Figure 1. Zoomed window (run 1).
Bar = 10 um. Window x 4 to 29, y 4 to 29 um. Cells in gray, sequential cells in the stronger gray; small squares are vias.
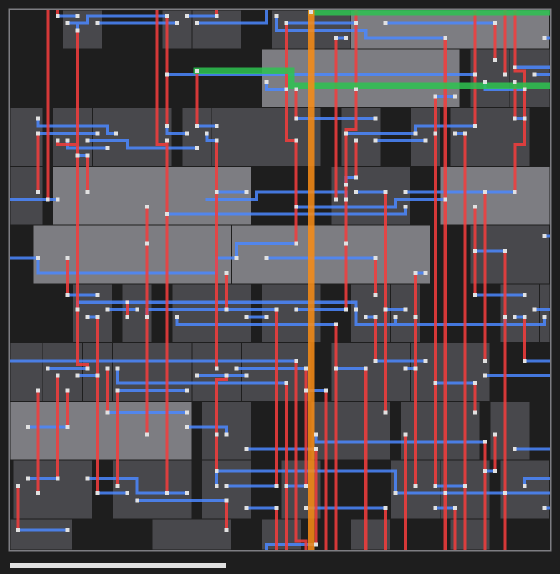
Figure 2. Sequential cells colored by netlist name (run 1).
Bar = 20 um. Other sequential cells in the stronger gray, the rest of the logic in the fainter gray.
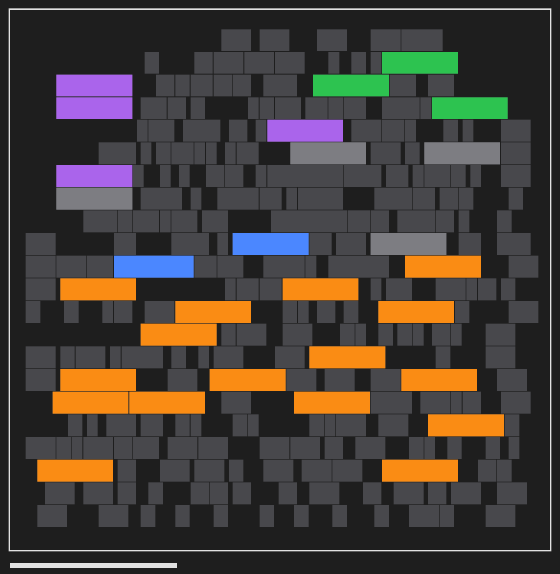
Figure 3. Gate-type map (run 1).
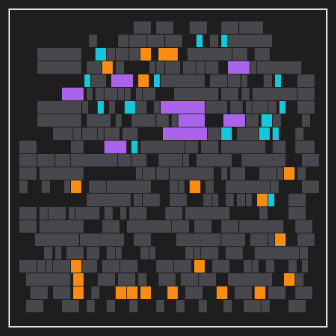
$ cat config.mk
export PLATFORM = sky130hd
export DESIGN_NAME = ram8_block_mover
export DESIGN_NICKNAME = d
export VERILOG_FILES = /design/src/rtl/ram8_mover_pkg.sv /design/src/rtl/ram8_mover_ptr.sv /design/src/rtl/ram8_block_mover.sv
export SDC_FILE = /design/constraint.sdc
export NUM_CORES = 1
export LEC_CHECK = 0
export ABC_CLOCK_PERIOD_IN_PS = 1900
export CORE_UTILIZATION = 43
export CTS_CLUSTER_DIAMETER = 50
export CTS_CLUSTER_SIZE = 10
export DETAILED_ROUTE_END_ITERATION = 8
export PLACE_DENSITY = 0.78
export REMOVE_ABC_BUFFERS = 1
export SYNTH_ARGS = -nofsm -noshare
export SYNTH_HDL_FRONTEND = slang
export SYNTH_SLANG_ARGS = --single-unit
$ cat constraint.sdc
create_clock -name clk -period 1.9 [get_ports clk]
set_input_delay 0.38 -clock clk [delete_from_list [all_inputs] [get_ports clk]]
set_output_delay 0.38 -clock clk [all_outputs]
set_load 0.02 [all_outputs]
$ cat src/rtl/ram8_mover_pkg.sv
// Shared state encoding and mode constants for the RAM8 block mover.
package ram8_mover_pkg;

  // VERIFY only exists when RAM8_MOVER_VERIFY_EN is defined; its code is reserved regardless.
  typedef enum logic [2:0] {
    StIdle   = 3'd0,
    StRead   = 3'd1,
    StWrite  = 3'd2,
    StDone   = 3'd3,
    StVerify = 3'd4
  } state_e;

  localparam logic MODE_COPY = 1'b0;
  localparam logic MODE_FILL = 1'b1;

endpackage

$ cat src/rtl/ram8_mover_ptr.sv
// Loadable wrap-around address counter; one instance each for source and destination.
module ram8_mover_ptr #(
  parameter int unsigned AddrW = 3
) (
  input  logic             clk,
  input  logic             rst_n,
  input  logic             load_i,
  input  logic             inc_i,
  input  logic [AddrW-1:0] load_value_i,
  output logic [AddrW-1:0] ptr_o
);

  logic [AddrW-1:0] ptr_q;

  // Load has priority; increment wraps naturally at 2**AddrW.
  always_ff @(posedge clk or negedge rst_n) begin
    if (!rst_n) begin
      ptr_q <= '0;
    end else if (load_i) begin
      ptr_q <= load_value_i;
    end else if (inc_i) begin
      ptr_q <= ptr_q + 1'b1;
    end
  end

  assign ptr_o = ptr_q;

endmodule

$ cat src/rtl/ram8_block_mover.sv
// Block COPY/FILL initiator driving a ram8-style memory port (combinational read,
// write on posedge with load=1). Optional read-back check after each write is
// enabled with RAM8_MOVER_VERIFY_EN, which also adds the sticky err output.
module ram8_block_mover
  import ram8_mover_pkg::*;
#(
  parameter int unsigned ADDR_W = 3,
  parameter int unsigned DATA_W = 16
) (
  input  logic              clk,
  input  logic              rst_n,
  input  logic              start,
  input  logic              mode,
  input  logic [ADDR_W-1:0] src_addr,
  input  logic [ADDR_W-1:0] dst_addr,
  input  logic [ADDR_W:0]   count,
  input  logic [DATA_W-1:0] fill_value,
  output logic              busy,
  output logic              done,
  output logic [ADDR_W-1:0] mem_address,
  output logic              mem_load,
  output logic [DATA_W-1:0] mem_in,
  input  logic [DATA_W-1:0] mem_out
`ifdef RAM8_MOVER_VERIFY_EN
  ,
  output logic              err
`endif
);

  state_e            state_q, state_d;
  logic [ADDR_W:0]   remaining_q, remaining_d;
  logic              mode_q, mode_d;
  logic [DATA_W-1:0] data_q, data_d;
  logic              ptr_load, ptr_inc;
  logic [ADDR_W-1:0] src_ptr, dst_ptr;
  state_e            next_word_st;
`ifdef RAM8_MOVER_VERIFY_EN
  logic              err_q, err_d;
`endif

  ram8_mover_ptr #(
    .AddrW (ADDR_W)
  ) u_src_ptr (
    .clk          (clk),
    .rst_n        (rst_n),
    .load_i       (ptr_load),
    .inc_i        (ptr_inc),
    .load_value_i (src_addr),
    .ptr_o        (src_ptr)
  );

  ram8_mover_ptr #(
    .AddrW (ADDR_W)
  ) u_dst_ptr (
    .clk          (clk),
    .rst_n        (rst_n),
    .load_i       (ptr_load),
    .inc_i        (ptr_inc),
    .load_value_i (dst_addr),
    .ptr_o        (dst_ptr)
  );

  // Where to go once the current word is finished.
  always_comb begin
    if (remaining_q == (ADDR_W + 1)'(1)) begin
      next_word_st = StDone;
    end else if (mode_q == MODE_FILL) begin
      next_word_st = StWrite;
    end else begin
      next_word_st = StRead;
    end
  end

  // Next-state, datapath updates and memory-port outputs decoded from state.
  always_comb begin
    state_d     = state_q;
    remaining_d = remaining_q;
    mode_d      = mode_q;
    data_d      = data_q;
    ptr_load    = 1'b0;
    ptr_inc     = 1'b0;
    busy        = 1'b0;
    done        = 1'b0;
    mem_address = '0;
    mem_load    = 1'b0;
    mem_in      = '0;
`ifdef RAM8_MOVER_VERIFY_EN
    err_d       = err_q;
`endif
    unique case (state_q)
      StIdle: begin
        if (start) begin
          ptr_load    = 1'b1;
          remaining_d = count;
          mode_d      = mode;
          data_d      = fill_value;
`ifdef RAM8_MOVER_VERIFY_EN
          err_d       = 1'b0;
`endif
          if (count == '0) begin
            state_d = StDone;
          end else if (mode == MODE_FILL) begin
            state_d = StWrite;
          end else begin
            state_d = StRead;
          end
        end
      end
      StRead: begin
        busy        = 1'b1;
        mem_address = src_ptr;
        data_d      = mem_out;
        state_d     = StWrite;
      end
      StWrite: begin
        busy        = 1'b1;
        mem_address = dst_ptr;
        mem_load    = 1'b1;
        mem_in      = data_q;
`ifdef RAM8_MOVER_VERIFY_EN
        state_d     = StVerify;
`else
        ptr_inc     = 1'b1;
        remaining_d = remaining_q - 1'b1;
        state_d     = next_word_st;
`endif
      end
`ifdef RAM8_MOVER_VERIFY_EN
      StVerify: begin
        busy        = 1'b1;
        mem_address = dst_ptr;
        if (mem_out != data_q) begin
          err_d = 1'b1;
        end
        ptr_inc     = 1'b1;
        remaining_d = remaining_q - 1'b1;
        state_d     = next_word_st;
      end
`endif
      StDone: begin
        done    = 1'b1;
        state_d = StIdle;
      end
      default: state_d = StIdle;
    endcase
  end

  // State and datapath registers; reset aborts any operation in flight.
  always_ff @(posedge clk or negedge rst_n) begin
    if (!rst_n) begin
      state_q     <= StIdle;
      remaining_q <= '0;
      mode_q      <= MODE_COPY;
      data_q      <= '0;
`ifdef RAM8_MOVER_VERIFY_EN
      err_q       <= 1'b0;
`endif
    end else begin
      state_q     <= state_d;
      remaining_q <= remaining_d;
      mode_q      <= mode_d;
      data_q      <= data_d;
`ifdef RAM8_MOVER_VERIFY_EN
      err_q       <= err_d;
`endif
    end
  end

`ifdef RAM8_MOVER_VERIFY_EN
  assign err = err_q;
`endif

endmodule

==> qor.txt, run 1 <==
outcome: finished, final reports clean
GRT Total Usage: 21.8%
crit start category: flip-flop
port bufs: 67
max incr delay on CP: 0.44 ns
grt total ovfl: 0
cts hold-fix bufs: 0
total CTS buffers: 5
chip height: 64.8 um
Worst VDD drop: 0.769 mV
Slew @ Worst Pin: 0.381 ns
initial antenna violation count: 0
largest fanout on the critical path: 5
design area: 2510 sq um
initial core utilization: 45.7%
Late-Pin Clk Latency: 0.28 ns
top cells, area: dfrtp_1, mux2i_1, and2_1, ha_1, nand2_1
Chip Width: 64.8 um
Worst-path clk slew: 0.06 ns
yosys cell count: 180
prevailing post-synth register cell: dfrtp_1
core area: 3720 sq um
min cycle time layout: 1.82 ns
Total Power: 0.00370 W
r2r startpoint: state_q[1]
warnings from Yosys: 0
number of global-route vias before repair: 1511
Post-Syn Instances: 180
Top Layout Cells: clkdlybuf4s50_1, dfrtp_1, nand2_1, buf_2, mux2i_1
RSZ-0062 raised after global routing: true
Worst Skew: 0.00247 ns
Residual DRC: 0
count of library flops with an enable pin: 0
CTS max path bufs: 2
Avg Cell Area, Syn: 9.43 sq um
drt total wl: 4.04 mm
Max transition margin: 74.5%
Rows: 22
dpl cell area: 2470 sq um
Antenna diodes: 0
Final Cycle Share: 95.9%
1st-iter DRT viols: 77
critical path's slowest cell: dfrtp_2
IO Count: 68
Mapped Area: 1700 sq um
PwrDens: 1480 nW/um^2
max-cap violation count: 0
Clock Sinks: 29
Post-DRT Antenna Nets: 0
Layout Nets: 311
Detail Placement HPWL: 3.04 mm
total die size: 4200 sq um
CP Class: flip-flop to primary output
Synth async-reset ratio: 100%
share of layout cells above drive strength 1: 19.4%
About Figure 1:
orange -> metal 4
green -> metal 3
red -> metal 2
blue -> metal 1
sequential cells in the window = 7
netlist names of flops here include = `data_q` (7)
cells with their middle in the window = 52
most frequent = clkdlybuf4s50_1 (10), o21ai_0 (8)

About Figure 2:
green -> `u_dst_ptr.ptr_o`  # flops 3
purple -> `remaining_q`  # flops 4, where upper left
blue -> `state_q`  # flops 2
orange -> `data_q`  # flops 16
not colored = 4
flop share of the area: 29.0%
register area: 727 sq um
seq pwr: 0.00115 W
Core Util, Final: 67.5%

About Figure 3:
cyan -> NOR gates  # cells 15
purple -> adder and majority cells  # cells 8
orange -> AND and OR gates  # cells 20, where spread over the die
most used logic cell in the final layout: clkdlybuf4s50_1
combinational share of cell area: 37.4%
Post-Layout Cell Count: 306

run 1: critical path: cells and delay by family, from the launching register on:
kind       cells  cell delay [ns]
fa+ha+maj      1             0.23
flops          1             0.44
buf+inv        2             0.49
run 1: repair_timing:
action / in CTS / in global routing
gates resized: 69 / 24
setup buffers: 0 / 1
setup endpoints to repair: 22 / 34
run 1: routing by layer:
metal	wire, um	track usage, %
met1	1730	24.7
met2	2060	37.6
met3	191	7.04
met4	65	8.61
met5	0	0
run 1: power breakdown:
part / internal [W] / switching, W
clock network: 0.000259 / 0.000228
registers: 0.000934 / 0.000213
logic: 0.00100 / 0.00107
run 1: cells by family (layout without fill, tap and decap cells):
| logic type | after synthesis | count (layout) | share of synthesized area [%] |
|---|---|---|---|
| compound gates | 43 | 43 | 15.3 |
| fa+ha+maj | 8 | 8 | 5.90 |
| buf+inv | 15 | 93 | 4.06 |
| mux | 20 | 20 | 12.1 |
| simple gates | 61 | 61 | 17.8 |
| flops | 29 | 29 | 42.8 |
| xor+xnor | 4 | 4 | 2.07 |
run 1: layout make-up:
type	instances	area, sq um	share of cell area, %
Timing Repair Buffer	80	684	27.3
Sequential cell	29	727	29.0
Tap cell	48	60.1	2.39
Multi-Input combinational cell	136	940	37.4
Clock buffer	8	80.1	3.19
Inverter	5	18.8	0.748
run 1: state kept, by name, summed over array words and instances, names as in the netlist:
name and count:
remaining_q 4, u_src_ptr.ptr_o 3, u_dst_ptr.ptr_o 3, data_q 16, state_q 2, mode_q 1
run 1: synth_stat cells (3+ instances only):
cell	count
a21oi_1	8
a22oi_1	4
and2_1	16
buf_2	4
clkbuf_1	4
dfrtp_1	29
ha_1	8
inv_1	5
mux2i_1	18
nand2_1	24
nor2_1	10
nor2b_1	5
o21ai_0	17
o21ai_1	3
run 1: worst paths after layout:
path | to | slack (ns) | cells after the start
hold / removal | data_q[6] | 0.47 | 2
hold reg to reg | data_q[6] | 0.47 | 2
setup / recovery | done | 0.08 | 3
min in group asynchronous | mode_q | 0.48 | 2
max in group asynchronous | state_q[1] | 1.14 | 2
setup reg to reg | data_q[1] | 0.20 | 7
run 1: metrics by stage:
stage | worst slack [ns] | setup TNS [ns] | util [%] | hold WS, ns | instances
2_1_floorplan | -0.308 | -4.80 | - | 0.0844 | 170
3_3_place_gp | -0.118 | -1.59 | 66.4 | 0.452 | 297
3_5_place_dp | -0.169 | -2.57 | 66.4 | 0.462 | 297
4_1_cts | 0.00328 | 0 | 69.4 | 0.475 | 305
5_1_grt | 0.00184 | 0 | 67.5 | 0.504 | 306
6_report | 0.0779 | 0 | 67.5 | 0.470 | 306
Figure 4. Congestion heat map (run 1).
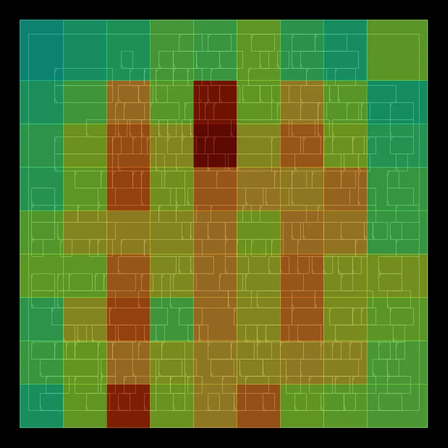

--- run 2 (diff from run 1) ---
--- a/config.mk
+++ b/config.mk
@@ -5,12 +5,14 @@
 export SDC_FILE = /design/constraint.sdc
 export NUM_CORES = 1
 export LEC_CHECK = 0
-export ABC_CLOCK_PERIOD_IN_PS = 1900
-export CORE_UTILIZATION = 43
+export ABC_CLOCK_PERIOD_IN_PS = 1500
+export CAP_MARGIN = 20
+export CORE_UTILIZATION = 39
 export CTS_CLUSTER_DIAMETER = 50
 export CTS_CLUSTER_SIZE = 10
 export DETAILED_ROUTE_END_ITERATION = 8
-export PLACE_DENSITY = 0.78
+export MAX_ROUTING_LAYER = met4
+export PLACE_DENSITY = 0.74
 export REMOVE_ABC_BUFFERS = 1
 export SYNTH_ARGS = -nofsm -noshare
 export SYNTH_HDL_FRONTEND = slang
==> constraint.sdc (replaced) <==
create_clock -name clk -period 1.5 [get_ports clk]
set_input_delay 0.3 -clock clk [delete_from_list [all_inputs] [get_ports clk]]
set_output_delay 0.3 -clock clk [all_outputs]
set_load 0.02 [all_outputs]
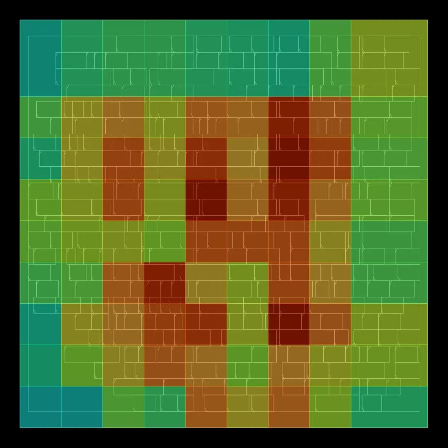
Figure 5: run 2, congestion heat map.
Wirelength per Cell: 17.2 um
met1 Use GR: 23.8%
M3 GR Usage: 5.00%

==> run 2 against run 1 <==
Non-clock buffer count is 25 higher. Worst hold slack worse by 0.086 ns. Clock skew is 0.0023 ns higher. Critical path type unchanged. Combinational power is 120% higher. Critical endpoint is now mem_in[12]. Largest power group unchanged. Synthesized cell count stayed put. Global-route usage is 0.45 points lower. Cell count is 8.8% higher. Worst setup slack worse by 0.30 ns. The run now ends with negative setup slack left.
==> qor.txt, run 2 <==
outcome: finished with violations
violated checks: negative setup slack
cts hold-fix bufs: 0 (unchanged)
max reg flops: 16 (unchanged)
CTS max path bufs: 2 (unchanged)
Regs by FF count: data_q: 16 flops, remaining_q: 4 flops
Synth async-reset ratio: 100% (unchanged)
Late-Pin Clk Latency: 0.29 ns (about the same)
Mapped Area: 1700 sq um (unchanged)
Post-Syn Instances: 180 (unchanged)
cells on worst reg2reg path: 8 (+1)
core area: 4090 sq um (+10%)
total CTS buffers: 5 (unchanged)
number of global-route vias before repair: 1577 (+4.4%)
warnings from Yosys: 0 (unchanged)
Setup WS pre-CTS: -0.519 ns (-0.350 ns)
r2r startpoint: state_q[0]
ao+oa area frac: 15.3% (unchanged)
min cycle time layout: 1.72 ns
Post-DRT Antenna Nets: 0 (unchanged)
yosys cell count: 180 (unchanged)
max incr delay on CP: 0.41 ns (-0.03 ns)
Worst-path clk slew: 0.07 ns (about the same)
GRT Total Usage: 21.4% (-0.45 points)
Critical path buffers and inverters: 3 (+1)
top cells, area: dfrtp_1, mux2i_1, and2_1, ha_1, nand2_1
most numerous cell in the Yosys netlist: dfrtp_1
r2r setup slk: -0.07 ns (-0.27 ns)
Max transition margin: 78.7% (+4.2 points)
share of layout cells above drive strength 1: 48.4% (+29 points)
initial antenna violation count: 0 (unchanged)
drt total wl: 5.72 mm (+41%)
largest fanout on the critical path: 13 (+8)
Clock Sinks: 29 (unchanged)
Top non-seq family: simple AND/OR/NAND/NOR gates
1st-iter DRT viols: 110 (+43%)
total die size: 4620 sq um (+9.9%)
Final WS setup: -0.220 ns (-0.298 ns)
Worst path depth: 5 (+2)
Antenna diodes: 0 (unchanged)
delay-heaviest family, CP: flip-flops
initial core utilization: 41.5% (-4.1 points)
PwrDens: 2110 nW/um^2 (+43%)
Worst VDD drop: 1.41 mV (+83%)
Finish-stage setup viols: 40
Layout Nets: 336 (+8.0%)
Fin Setup TNS: -4.50 ns (-4.50 ns)
Detail Placement HPWL: 2.94 mm (-3.4%)
count of library flops with an enable pin: 0 (unchanged)
simple share: 17.8% (unchanged)
IO Count: 68 (unchanged)
## run 2: power by group
part	switching, W	internal, W
combinational	0.00209	0.00251
sequential	0.000377	0.00118
clock	0.000323	0.000415
total	0.00279	0.00411
## run 2: metal layers
metal,global-route usage (%),up-vias,part of all wire (%)
li1,-,827,-
met1,23.8,847,40
met2,37.3,65,51
met3,5.00,11,6.1
met4,7.03,0,2.5
met5,-,-,0
## run 2: layout make-up
class	instances	area, sq um	area share (%)
clock buffer	7	96.3	2.95
tap	50	62.6	1.91
multi-input combinational	136	1230	37.7
timing repair buffer	105	1130	34.5
inverter	5	18.8	0.574
clock inverter	1	5.00	0.153
sequential	29	727	22.2
## run 2: worst min-delay path by stage
stage | from | slack (ns) | to
3_5_place_dp | data_q[0] | 0.46 | data_q[0]
3_3_place_gp | data_q[2] | 0.46 | data_q[2]
6_report | rst_n | 0.38 | data_q[6]
5_1_grt | rst_n | 0.39 | data_q[6]
2_1_floorplan | rst_n | 0.004 | data_q[0]
4_1_cts | rst_n | 0.39 | u_dst_ptr.ptr_o[2]
## run 2: kinds of logic (layout without fill, tap and decap cells)
| logic type | after synthesis | after routing |
|---|---|---|
| fa+ha+maj | 8 | 8 |
| buf+inv | 15 | 118 |
| flops | 29 | 29 |
| simple gates | 61 | 61 |
| xor+xnor | 4 | 4 |
| compound gates | 43 | 43 |
| mux | 20 | 20 |
## run 2: stage by stage
stage | total power, W | util (%) | instances | cell area [sq um] | hold WS (ns)
detailed placement | 0.00439 | 64.0 | 315 | 2620 | 0.463
global placement | 0.00433 | 64.0 | 315 | 2620 | 0.456
global route | 0.00729 | 80.0 | 333 | 3270 | 0.390
finish | 0.00691 | 80.0 | 333 | 3270 | 0.384
floorplan | 0.00304 | - | 170 | 1650 | 0.00441
CTS | 0.00564 | 70.2 | 326 | 2870 | 0.388
## run 2: what timing repair did
action                                  4_1_cts  5_1_grt
pin swaps                                     3       24
cloned                                        1        2
buffers inserted                              2        6
resized                                     151       95
endpoints found under the setup margin       51       51
hold endpoints to repair                      0        0
Figure 6. Gate-type map (run 2).
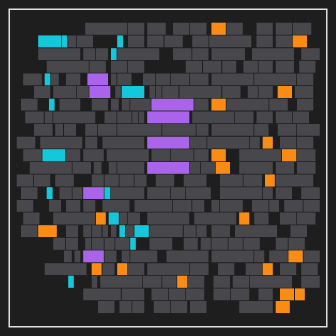

--- run 3 (diff from run 2) ---
--- a/config.mk
+++ b/config.mk
@@ -7,12 +7,12 @@
 export LEC_CHECK = 0
 export ABC_CLOCK_PERIOD_IN_PS = 1500
 export CAP_MARGIN = 20
-export CORE_UTILIZATION = 39
+export CORE_UTILIZATION = 31
 export CTS_CLUSTER_DIAMETER = 50
 export CTS_CLUSTER_SIZE = 10
 export DETAILED_ROUTE_END_ITERATION = 8
 export MAX_ROUTING_LAYER = met4
-export PLACE_DENSITY = 0.74
+export PLACE_DENSITY = 0.61
 export REMOVE_ABC_BUFFERS = 1
 export SYNTH_ARGS = -nofsm -noshare
 export SYNTH_HDL_FRONTEND = slang
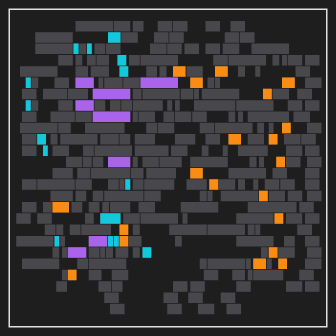
Figure 7: run 3, gate-type map.
orange -> AND and OR gates  # cells 20
purple -> adder and majority cells  # cells 8
cyan -> NOR gates  # cells 15

==> run 3 against run 2 <==
Cell count grew 6.0%. Count of clock-buffer cells in the layout unchanged. The run still ends with negative setup slack left. Worst hold slack improved by 0.015 ns. Register-to-register slack got worse by 0.08 ns. Non-clock buffer count increased by 1. First-iteration DRC count shrank 24%. Critical endpoint is now mem_in[4]. Critical path depth unchanged. Flip-flop count unchanged. Wire length fell by 15%. Total power decreased by 6.8%. Sequential power is 6% lower. Clock power down 13%.
==> qor.txt, run 3 <==
Post-Layout Cell Count: 353 (+6.0%)
Post-DRT Antenna Nets: 0 (unchanged)
r2r startpoint: state_q[0]
Final WS setup: -0.205 ns (+0.0150 ns)
ao+oa area frac: 15.3% (unchanged)
IO Count: 68 (unchanged)
Antenna diodes: 0 (unchanged)
min cycle time layout: 1.71 ns (-0.0150 ns)
Setup WS pre-CTS: -0.401 ns (+0.117 ns)
Detail Placement HPWL: 3.08 mm (+4.9%)
Synth async-reset ratio: 100% (unchanged)
drt total wl: 4.85 mm (-15%)
Post-Syn Instances: 180 (unchanged)
Worst VDD drop: 1.14 mV (-19%)
CTS max path bufs: 2 (unchanged)
Late-Pin Clk Latency: 0.28 ns (about the same)
1st-iter DRT viols: 84 (-24%)
Core Util, Final: 61.0% (-19 points)
Top non-seq family: simple AND/OR/NAND/NOR gates
core area: 5200 sq um (+27%)
initial antenna violation count: 0 (unchanged)
Regs by FF count: data_q: 16 flops, remaining_q: 4 flops
dpl cell area: 2590 sq um (-0.77%)
dpl cells: 329 (+4.4%)
top cells, area: dfrtp_1, mux2i_1, and2_1, ha_1, nand2_1
cts hold-fix bufs: 0 (unchanged)
Layout Nets: 337 (+0.30%)
max reg flops: 16 (unchanged)
Max transition margin: 73.6% (-5.1 points)
total die size: 5770 sq um (+25%)
PwrDens: 2030 nW/um^2 (-4.1%)
Clock Sinks: 29 (unchanged)
Worst-path clk slew: 0.06 ns (about the same)
Mapped Area: 1700 sq um (unchanged)
outcome: finished with violations
design area: 3170 sq um (-2.9%)
violated checks: negative setup slack
cells on worst reg2reg path: 8 (unchanged)
Finish-stage setup viols: 44 (+10%)
count of library flops with an enable pin: 0 (unchanged)
## run 3: cell type report
| class | instances | share of cell area, % |
|---|---|---|
| Clock buffer | 7 | 2.72 |
| Inverter | 5 | 0.828 |
| Tap cell | 70 | 2.76 |
| Sequential cell | 29 | 22.9 |
| Multi-Input combinational cell | 136 | 34.3 |
| Timing Repair Buffer | 106 | 36.5 |
## run 3: through the flow
step           TNS, ns  total power [W]  hold WS (ns)
2_1_floorplan   -19.45          0.00304       0.00441
3_3_place_gp    -10.10          0.00426         0.456
3_5_place_dp    -11.31          0.00431         0.466
4_1_cts          -4.01          0.00598         0.402
5_1_grt          -7.51          0.00688         0.402
6_report         -4.45          0.00644         0.399
## run 3: worst max path at each step
stage	slack [ns]	cells past startpoint	endpoint
final	-0.21	5	mem_in[4]
after global routing	-0.27	6	mem_address[1]
after CTS	-0.20	5	mem_address[2]
after detailed placement	-0.40	6	mem_address[0]
after global placement	-0.35	6	mem_address[2]
after floorplan	-0.71	5	state_q[1]
## run 3: kinds of logic after synthesis
group                      after synthesis
DFF                                     29
muxes                                   20
AOI/OAI and AO/OA                       43
buffers and inverters                   15
and+or+nand+nor                         61
adders and majority gates                8
xor gates and xnor gates                 4
## run 3: worst max-delay path, stage by stage, from the launching register on
cell and delay, ns:
dfrtp_2 0.45, ha_4 0.18, buf_4 0.13, buf_6 0.11, and2_4 0.13, buf_6 0.12
## run 3: timing repair
action	CTS	global route
pin swaps	8	8
gates resized	163	42
setup buffers	10	3
cloned	4	0
endpoints found under the setup margin	50	48
## run 3: power by group
part	internal, W	leakage [nW]	switching (W)
Sequential	0.00118	0.348	0.000287
Combinational	0.00245	0.980	0.00187
Clock	0.000363	0.0443	0.000277
Total	0.00400	1.37	0.00244
## run 3: layer usage
metal	share of wire (%)	track usage, %	vias to the layer above	routed length [um]
met5	0	-	-	0
met4	0.99	4.23	0	48
met3	4.9	4.91	7	238
met2	50	29.6	52	2440
met1	44	21.6	764	2120
li1	-	-	828	-
No activity file was given, so power comes from the tool's default toggle rates.
